===== src/rtl/ps2_host_tx.sv =====
// ps2_host_tx: host-to-device PS/2 command transmitter.
// Runs inhibit, request-to-send, device-clocked shift of an 11-bit frame
// (start, 8 data LSB first, odd parity, stop) and samples the device acknowledge.
// Optional feature macro: PS2_TX_TIMEOUT_EN enables the inter-edge watchdog.
// Pin drivers are open-drain enables: *_oe = 1 pulls the line low.
module ps2_host_tx #(
  parameter int unsigned INHIBIT_CYCLES = 5000,
  parameter int unsigned TIMEOUT_CYCLES = 1000000
) (
  input  logic       clock,
  input  logic       reset,
  input  logic [7:0] tx_data,
  input  logic       tx_valid,
  output logic       tx_ready,
  output logic       tx_done,
  output logic       tx_error,
  output logic       busy,
  input  logic       ps2_clk_in,
  input  logic       ps2_data_in,
  output logic       ps2_clk_oe,
  output logic       ps2_data_oe
);

  localparam int unsigned FRAME_W = 10;
  localparam int unsigned EDGE_W  = 4;
  localparam int unsigned INH_W   = (INHIBIT_CYCLES > 1) ? $clog2(INHIBIT_CYCLES) : 1;

  // Elaboration-time guard on parameter ranges
  if (INHIBIT_CYCLES < 2 || TIMEOUT_CYCLES < 2) begin : g_param_check
    $error("ps2_host_tx: INHIBIT_CYCLES and TIMEOUT_CYCLES must be at least 2");
  end

  typedef enum logic [2:0] {
    S_IDLE,
    S_INHIBIT,
    S_RTS,
    S_SHIFT,
    S_ACK,
    S_WAIT_IDLE,
    S_DONE,
    S_ERROR
  } state_t;

  state_t               state_q;
  logic [FRAME_W-1:0]   frame_q;
  logic [EDGE_W-1:0]    edge_cnt_q;
  logic [INH_W-1:0]     inh_cnt_q;
  logic                 tx_ready_q;
  logic                 tx_done_q;
  logic                 tx_error_q;
  logic                 busy_q;
  logic                 clk_oe_q;
  logic                 data_oe_q;

  logic                 clk_s1_q;
  logic                 clk_s2_q;
  logic                 clk_prev_q;
  logic                 data_s1_q;
  logic                 data_s2_q;

  logic                 fall;
  logic                 timeout_hit;

  // Two-flop synchronisers plus one history flop for clock edge detection
  always_ff @(posedge clock) begin
    if (reset) begin
      clk_s1_q   <= 1'b1;
      clk_s2_q   <= 1'b1;
      clk_prev_q <= 1'b1;
      data_s1_q  <= 1'b1;
      data_s2_q  <= 1'b1;
    end else begin
      clk_s1_q   <= ps2_clk_in;
      clk_s2_q   <= clk_s1_q;
      clk_prev_q <= clk_s2_q;
      data_s1_q  <= ps2_data_in;
      data_s2_q  <= data_s1_q;
    end
  end

  assign fall = clk_prev_q & ~clk_s2_q;

`ifdef PS2_TX_TIMEOUT_EN
  localparam int unsigned WDOG_W = 20;

  logic [WDOG_W-1:0] wdog_q;

  // Saturating watchdog, cleared on SHIFT entry and on every device clock fall
  always_ff @(posedge clock) begin
    if (reset) begin
      wdog_q <= '0;
    end else if (state_q == S_RTS || fall) begin
      wdog_q <= '0;
    end else if (wdog_q != '1) begin
      wdog_q <= wdog_q + WDOG_W'(1);
    end
  end

  assign timeout_hit = (wdog_q >= WDOG_W'(TIMEOUT_CYCLES - 1));
`else
  assign timeout_hit = 1'b0;
`endif

  // Transmit sequencer with registered outputs
  always_ff @(posedge clock) begin
    if (reset) begin
      state_q    <= S_IDLE;
      frame_q    <= '0;
      edge_cnt_q <= '0;
      inh_cnt_q  <= '0;
      tx_ready_q <= 1'b1;
      tx_done_q  <= 1'b0;
      tx_error_q <= 1'b0;
      busy_q     <= 1'b0;
      clk_oe_q   <= 1'b0;
      data_oe_q  <= 1'b0;
    end else begin
      tx_done_q  <= 1'b0;
      tx_error_q <= 1'b0;
      unique case (state_q)
        S_IDLE: begin
          if (tx_valid && tx_ready_q) begin
            frame_q    <= {1'b1, ~^tx_data, tx_data};
            edge_cnt_q <= '0;
            inh_cnt_q  <= '0;
            tx_ready_q <= 1'b0;
            busy_q     <= 1'b1;
            clk_oe_q   <= 1'b1;
            data_oe_q  <= 1'b0;
            state_q    <= S_INHIBIT;
          end
        end
        S_INHIBIT: begin
          if (inh_cnt_q == INH_W'(INHIBIT_CYCLES - 1)) begin
            data_oe_q <= 1'b1;
            state_q   <= S_RTS;
          end else begin
            inh_cnt_q <= inh_cnt_q + INH_W'(1);
          end
        end
        S_RTS: begin
          // Release clock; data stays low as the start bit
          clk_oe_q <= 1'b0;
          state_q  <= S_SHIFT;
        end
        S_SHIFT: begin
          if (timeout_hit) begin
            data_oe_q  <= 1'b0;
            tx_error_q <= 1'b1;
            state_q    <= S_ERROR;
          end else if (fall) begin
            data_oe_q  <= ~frame_q[0];
            frame_q    <= {1'b0, frame_q[FRAME_W-1:1]};
            edge_cnt_q <= edge_cnt_q + EDGE_W'(1);
            if (edge_cnt_q == EDGE_W'(9)) begin
              state_q <= S_ACK;
            end
          end
        end
        S_ACK: begin
          if (timeout_hit) begin
            tx_error_q <= 1'b1;
            state_q    <= S_ERROR;
          end else if (fall) begin
            if (!data_s2_q) begin
              state_q <= S_WAIT_IDLE;
            end else begin
              tx_error_q <= 1'b1;
              state_q    <= S_ERROR;
            end
          end
        end
        S_WAIT_IDLE: begin
          if (timeout_hit) begin
            tx_error_q <= 1'b1;
            state_q    <= S_ERROR;
          end else if (clk_s2_q && data_s2_q) begin
            tx_done_q <= 1'b1;
            state_q   <= S_DONE;
          end
        end
        S_DONE, S_ERROR: begin
          clk_oe_q   <= 1'b0;
          data_oe_q  <= 1'b0;
          tx_ready_q <= 1'b1;
          busy_q     <= 1'b0;
          state_q    <= S_IDLE;
        end
        default: begin
          state_q <= S_IDLE;
        end
      endcase
    end
  end

  assign tx_ready    = tx_ready_q;
  assign tx_done     = tx_done_q;
  assign tx_error    = tx_error_q;
  assign busy        = busy_q;
  assign ps2_clk_oe  = clk_oe_q;
  assign ps2_data_oe = data_oe_q;

endmodule


===== config.mk =====
export PLATFORM = sky130hd
export DESIGN_NAME = ps2_host_tx
export DESIGN_NICKNAME = d
export VERILOG_FILES = /design/src/rtl/ps2_host_tx.sv
export SDC_FILE = /design/constraint.sdc
export NUM_CORES = 1
export LEC_CHECK = 0
export CAP_MARGIN = 20
export CORE_MARGIN = 3
export CORE_UTILIZATION = 50
export CTS_CLUSTER_DIAMETER = 40
export DETAILED_ROUTE_END_ITERATION = 8
export GPL_ROUTABILITY_DRIVEN = 0
export GPL_TIMING_DRIVEN = 0
export PLACE_DENSITY = 0.71
export SLEW_MARGIN = 20
export SYNTH_ARGS = -nofsm -noshare
export SYNTH_HDL_FRONTEND = slang
export SYNTH_SLANG_ARGS = --single-unit

===== constraint.sdc =====
create_clock -name clock -period 2.9 [get_ports clock]
set_input_delay 0.29 -clock clock [delete_from_list [all_inputs] [get_ports clock]]
set_output_delay 0.29 -clock clock [all_outputs]
set_load 0.05 [all_outputs]

==> flow_summary.json <==
{
  "outcome": "finished clean",
  "ys_seq_share": 0.409,
  "synth.avg_cell_area_um2": 9.12,
  "synth-xor-area-share": 0.0567,
  "leakagePower_nw": 0.882,
  "numCtsBuffers": 5,
  "avgRoutedWirePerCell_um": 14.2,
  "synth.area.mux_share": 0.0555,
  "min_period_ps": 1930,
  "max_slew_margin": 0.581,
  "top_logic_cell_by_instance_count_in_the_layout": "dfxtp_1",
  "criticalPathCategory": "reg2reg",
  "detailroute.wirelength.met2_mm": 1.80,
  "aoi_share": 0.195,
  "power_switching_share": 0.371,
  "numPortBuffers": 18,
  "peak_fanout_along_the_critical_path": 6,
  "hold_viol": 0,
  "yosys_warnings": 0,
  "postRouteWirelength_mm": 4.18,
  "clock.fmax_mhz": 518,
  "routed-wl-met3_um": 177,
  "fp-row-count": 22,
  "path_clk_slew_ps": 80,
  "synthCells": 220,
  "ys_seq_elements": 41,
  "critPathCapture": "state_q[1]"
}
## logic make-up (layout without fill, tap and decap cells)
group,Yosys count,in the layout
and+or+nand+nor,86,86
DFF,41,41
AOI/OAI and AO/OA,50,50
muxes,11,11
xor gates and xnor gates,13,13
buffers and inverters,16,42
adders and majority gates,3,3
## layout make-up
type / instances / area (µm²)
clock buffers: 6 / 82.6
repair buffers: 18 / 180
well taps: 48 / 60.1
multi-input cells: 163 / 1110
plain buffers: 12 / 60.1
fillers: 327 / 1400
flip-flops and latches: 41 / 821
clock inverters: 2 / 37.5
inverters: 4 / 15.0
## cells in the mapped netlist, drive strengths merged (2+ instances only)
library cell / count
a211oi: 11
a21o: 2
a21oi: 11
a311oi: 7
a31oi: 5
and3: 2
and4: 2
buf: 4
clkbuf: 8
dfxtp: 41
ha: 3
inv: 4
mux2i: 10
nand2: 22
nand2b: 2
nand3: 7
nand3b: 4
nand4: 3
nor2: 27
nor4: 2
o21ai: 5
o31a: 2
or2: 7
xnor2: 11
xor2: 2
## per-stage QoR
step | setup WS [ps] | std cells | util | power, mW | hold WS, ps
2_1_floorplan | 999 | 220 | - | 1.30 | 389
5_1_grt | 810 | 294 | 0.628 | 2.08 | 446
4_1_cts | 973 | 294 | 0.628 | 1.97 | 430
3_3_place_gp | 744 | 286 | 0.596 | 1.48 | 393
6_report | 969 | 294 | 0.628 | 1.96 | 423
3_5_place_dp | 761 | 286 | 0.596 | 1.48 | 405
## flip-flops by register name, indices dropped and copies added, names as in the netlist, 3 cells and up
signal      cells
inh_cnt_q      13
frame_q        10
edge_cnt_q      4
state_q         3
## worst register-to-register path: cells and delay by family (launching register included)
family | cells | cell delay [ps]
flip-flops | 1 | 360
AND-OR/OR-AND | 3 | 840
AND/OR/NAND/NOR | 2 | 620
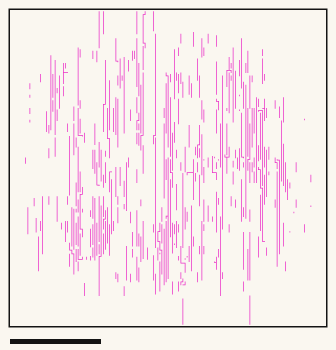
(M2 wires)
Bar = 20 µm.
The wires run mostly vertical. The longest straight run is 33.7 µm. 206 nets have wire on it. The layer holds 43% of the routed length.

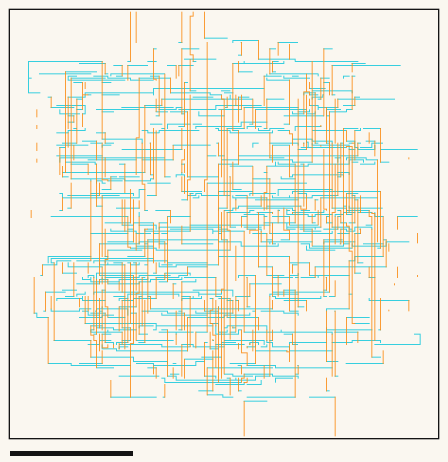
(signal wires by layer)
Bar = 20 µm. Only two layers are drawn.
Key: orange = M2 [wire length 1,800 µm]; cyan = M1 [wire length 2,150 µm]

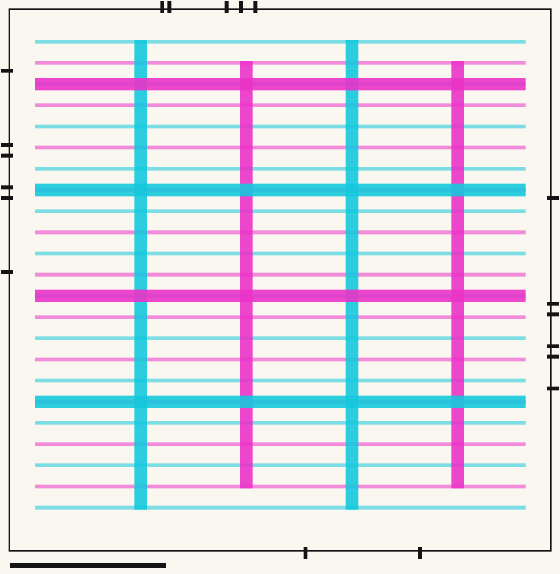
(PDN straps and rails)
Bar = 20 µm. Pins as bars on the die edge.
Key: magenta = VDD; cyan = VSS
The core has 22 rows. 23 met1 rails follow the rows. 4 straps on met5. 4 straps on met4.
die height: 69.4 µm
worst-case vdd ir drop: 0.000408 V
chip width: 69.4 µm

No activity file was given, so power comes from the tool's default toggle rates.
